==> config.mk <==
export PLATFORM = sky130hd
export DESIGN_NAME = serial_adder
export DESIGN_NICKNAME = d
export VERILOG_FILES = /design/src/rtl/serial_adder_pkg.sv /design/src/rtl/serial_adder_fa_cell.sv /design/src/rtl/serial_adder.sv
export SDC_FILE = /design/constraint.sdc
export NUM_CORES = 1
export LEC_CHECK = 0
export CORE_ASPECT_RATIO = 0.8
export CORE_UTILIZATION = 50
export DETAILED_ROUTE_END_ITERATION = 10
export GPL_TIMING_DRIVEN = 0
export PLACE_DENSITY = 0.79
export SLEW_MARGIN = 15
export SYNTH_ARGS = -nofsm -noshare
export SYNTH_HDL_FRONTEND = slang
export SYNTH_SLANG_ARGS = --single-unit
==> constraint.sdc <==
create_clock -name clk -period 1.5 [get_ports clk]
set_clock_uncertainty 0.1 [all_clocks]
set_input_delay 0.3 -clock clk [delete_from_list [all_inputs] [get_ports clk]]
set_output_delay 0.3 -clock clk [all_outputs]
set_load 0.005 [all_outputs]
==> run_1/layer_met2.png <==
Scale: 4 px per um.
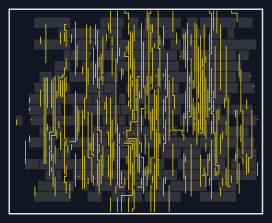
share of all routed wire: 50%
nets with wire on the layer: 177
via count: 1201
global routing usage on met2: 42.7%
final wirelength: 3610 um

==> run_1/flops_by_reg.png <==
Scale: 8 px per um. Other sequential cells in the stronger grey, the rest of the logic in the fainter grey.
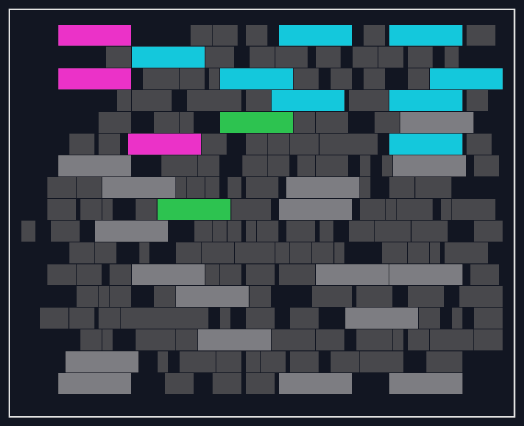
legend:
  cnt:
    colour: magenta
    sequential_cells: 3
  state:
    colour: green
    sequential_cells: 2
  sum:
    colour: cyan
    sequential_cells: 8
not coloured: 17
sequential power: 1360 uW
flop share of the area: 35.7%
Util after Layout: 75.4%

==> run_1/logic_types.png <==
Scale: 8 px per um.
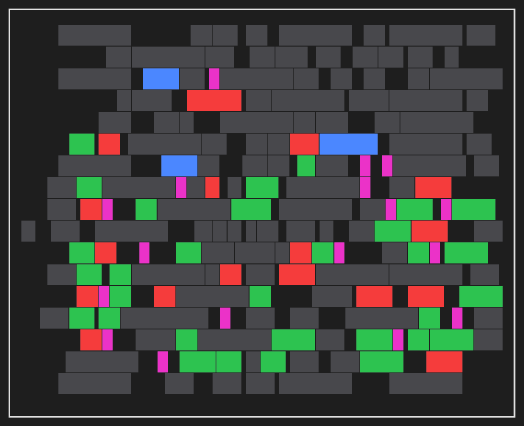
legend:
  adder and majority cells:
    colour: blue
    cells: 3
  inverters:
    colour: magenta
    cells: 17
  NOR gates:
    colour: green
    cells: 31
  inverting AOI/OAI gates:
    colour: red
    cells: 17
Final Instance Count excl. Fillers: 215
fraction of area in multi-input gates: 32.3%
most frequent logic cell in the layout: dfrtp_1

==> results.py, run 1 <==
# Generated from Yosys and OpenROAD reports
metrics = {
    "logic_synthesis": {
        "top_area_share_pct": 50.5,
        "synth-xor-area-share_pct": 0,
        "synth-seq-cells": 30,
        "edf_count": 0,
        "yosysWarnings": 0,
        "synthDistinctLibCells": 22,
        "synthMuxAreaShare_pct": 0.758,
        "compound_area_share_pct": 19.2,
        "simple_gate_area_share_pct": 17.8,
        "top_logic_kind": "AND-OR/OR-AND gates",
        "synthAdderAreaFrac_pct": 3.03,
        "syn_avg_cell_area_um2": 11.7,
        "netlist_area_mm2": 0.00149,
        "synth_cells": 127,
        "yosysMostFrequentCell": "dfrtp_1",
        "fp_nets": 151,
        "common_cells": "dfrtp_1 (30), inv_1 (17), nor3b_1 (14), nor4b_1 (14), a22o_1 (11)",
    },
    "setup_path": {
        "cp.depth": 3,
        "cpPeakStageDelay_ps": 400,
        "path_max_fanout": 4,
        "crit_path_cell_trace": "buf_6, nor2b_4, buf_2",
        "slowest_stage": "dfrtp_1",
        "crit_buf_inv": 2,
        "cp-start-kind": "flip-flop",
        "cp.arrival_ps": 1060,
    },
    "power": {
        "switching_share_pct": 35.3,
        "clock_power_uw": 811,
        "ir_worst_vdd_v": 0.00112,
        "p_switching_uw": 1450,
        "p_int_uw": 2650,
        "power_frac_clock_pct": 19.8,
        "leakagePower_uw": 0.000964,
        "share_seq_of_total_power_pct": 33.2,
        "power.density_mw_per_mm2": 1950,
        "share_comb_of_total_power_pct": 47.0,
        "comb-power_uw": 1930,
    },
    "flow_run": {
        "tool_warnings": 27,
        "drv_cap": 0,
    },
    "final_timing": {
        "final-max-slew-violation-count": 0,
        "min_period_ps": 1460,
        "setup_violations": 0,
        "whs_ps": 414,
        "slew-limit-headroom_pct": 55.3,
        "worst_slew_pin_slew_ps": 670,
        "final.setup.worst_slack_ps": 38.1,
        "hold_violations": 0,
        "finalSetupTns_ps": 0,
    },
    "clocking": {
        "clkLatencyLatePin_ps": 290,
        "cts.sink_count": 30,
        "cts_buffers": 5,
        "cts_tree": "done",
        "ctsHtreeMaxLevel": 2,
    },
    "die": {
        "core.rowCount": 17,
        "core_area_mm2": 0.00279,
        "io-pin-count": 32,
        "die_h_um": 50.8,
        "chip_area_mm2": 0.00320,
        "tap_cells": 38,
    },
    "cells_and_area": {
        "comb.multi_input.count": 68,
        "largest_class": "flip-flops and latches",
        "clkbuf_count": 5,
        "final_cell_mix": "dfrtp_1 (30), clkdlybuf4s50_1 (18), inv_1 (17)",
        "nNonClkInverters": 17,
        "antenna_cells": 0,
        "fin_nets": 200,
        "clock_area_share_pct": 5.18,
        "drive_above_1_share_pct": 29.9,
        "num-fill-cells": 187,
        "mi_logic_area_um2": 678,
        "signal_buffers": 54,
    },
    "placed_design": {
        "gp_congestion": 0.763,
        "dpl.cell_count": 195,
        "hpwl_um": 2210,
        "pre_cts_ws_ps": -356,
    },
    "routing": {
        "routedWlPerCell_um": 16.8,
        "drc": 0,
        "antenna_left": 0,
        "drtIter0Drc": 65,
        "dr.pass1.iters": 4,
    },
    "status": {
        "outcome": "finished clean",
    },
    "worst_hold_path": {
        "hold_path_class": "flip-flop to flip-flop",
    },
    "global_route": {
        "grt_first_pass_wirelength_um": 5840,
    },
}
[run 1: per-layer routing]
| metal | vias up | track usage [%] | wire length (um) |
|---|---|---|---|
| met3 | 5 | 7.73 | 131 |
| li1 | 562 | - | - |
| met5 | - | 0 | 0 |
| met4 | 0 | 10.1 | 54 |
| met2 | 29 | 42.7 | 1810 |
| met1 | 605 | 31.0 | 1620 |
[run 1: timing repair]
item,4_1_cts,5_1_grt
pin swaps,1,0
resized,24,19
hold buffers,1,0
endpoints found under the hold margin,30,0
setup buffers,11,0
setup endpoints to repair,11,23
[run 1: cell families after synthesis]
| group | after synthesis |
|---|---|
| fa+ha+maj | 3 |
| buf+inv | 29 |
| flops | 30 |
| mux | 1 |
| simple gates | 34 |
| compound gates | 30 |
==> run_1/io_fan.png <==
Scale: 8 px per um.
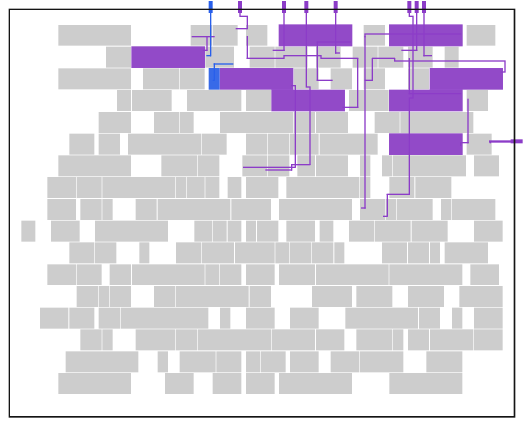

--- run 2 (diff from run 1) ---
SLEW_MARGIN = unset   (was 15)
==> run_2/io_fan.png <==
Scale: 8 px per um.
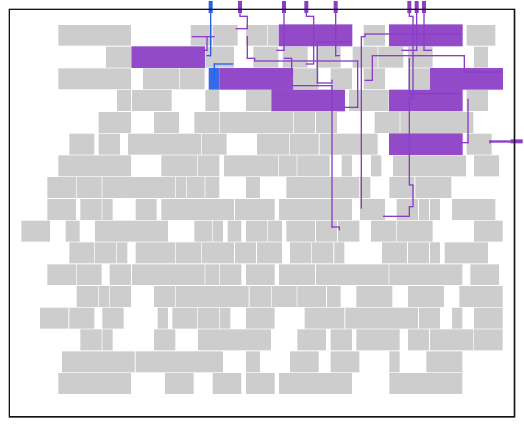
legend:
  out_ready:
    colour: blue
    bits: 1
    direction: input
    edge: top
    end_cells: 1
    buffers: 1
    wire: 10.4 um
  sum:
    colour: purple
    bits: 8
    direction: output
    edge: 7 top, 1 right
    end_cells: 8
    buffers: 8
    wire: 212 um
number of placed I/O pins: 32
port bufs: 30

==> run_2/layer_met2.png <==
Scale: 4 px per um.
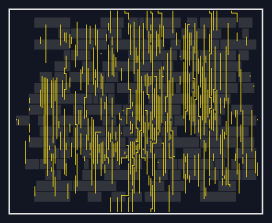
nets with wire on the layer: 175
main direction: vertical
share of all routed wire: 50%
via count: 1193
final wirelength: 3530 um
global routing usage on met2: 41.4%

==> run_2/congestion.png <==
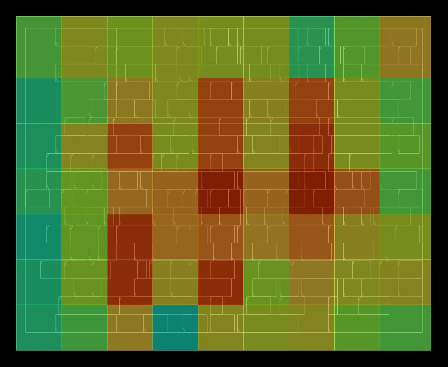
GRT Overall Usage: 25.3%
M3 GR Usage: 8.86%

==> results.py, run 2 <==
# Generated from Yosys and OpenROAD reports
metrics = {
    "cells_and_area": {
        "antenna_cells": 0,
        "fin_nets": 198,
        "final_core_util_pct": 73.5,
    },
    "routing": {
        "routedWlPerCell_um": 16.6,
        "drtIter0Drc": 55,
    },
    "status": {
        "outcome": "finished with violations",
        "violations": "negative setup slack",
    },
    "power": {
        "share_seq_of_total_power_pct": 34.0,
        "clock_power_uw": 816,
        "ir_worst_vdd_v": 0.000932,
        "power.density_mw_per_mm2": 1950,
        "share_comb_of_total_power_pct": 45.6,
        "switching_share_pct": 35.4,
        "p_seq_uw": 1360,
    },
    "placed_design": {
        "pre_cts_ws_ps": -512,
    },
    "setup_path": {
        "slowest_stage": "dfrtp_1",
        "crit_buf_inv": 2,
        "crit_path_cell_trace": "buf_6, nor2_4, buf_2",
    },
    "final_timing": {
        "setup_violations": 1,
        "slew-limit-headroom_pct": 55.6,
        "final.setup.worst_slack_ps": -21.2,
        "worst_slew_pin_slew_ps": 666,
    },
    "clocking": {
        "cts_tree": "done",
        "clkLatencyLatePin_ps": 290,
        "cts_buffers": 5,
        "ctsHtreeMaxLevel": 2,
    },
    "logic_synthesis": {
        "top_area_share_pct": 50.5,
        "syn_avg_cell_area_um2": 11.7,
        "common_cells": "dfrtp_1 (30), inv_1 (17), nor3b_1 (14), nor4b_1 (14), a22o_1 (11)",
        "top_logic_kind": "AND-OR/OR-AND gates",
        "synthMuxAreaShare_pct": 0.758,
    },
    "flow_run": {
        "drv_cap": 0,
        "tool_warnings": 28,
    },
    "global_route": {
        "grt_first_pass_wirelength_um": 5790,
    },
    "die": {
        "chip_area_mm2": 0.00320,
    },
}
==> run 2: repair_timing <==
item / in CTS / in global routing
resized: 19 / 13
gates cloned: 0 / 0
hold buffers: 0 / 1
pin swaps: 1 / 1
endpoints found under the setup margin: 41 / 12
hold endpoints to repair: 0 / 30
setup buffers: 9 / 0
==> run 2: cell type report <==
cell class,instances,area (um^2)
fillers,196,739
flip-flops and latches,30,751
multi-input cells,68,647
repair buffers,40,352
plain buffers,12,77.6
clock inverters,3,40.0
inverters,17,63.8
well taps,38,47.5
clock buffers,5,68.8
==> run 2: metal layers <==
metal | up-vias | routed length [um] | track usage (%)
met2 | 36 | 1780 | 41.4
met3 | 6 | 169 | 8.86
met1 | 595 | 1540 | 31.3
li1 | 556 | - | -
met4 | 0 | 42 | 8.14
met5 | - | 0 | 0
Power and IR drop assume default switching activity.
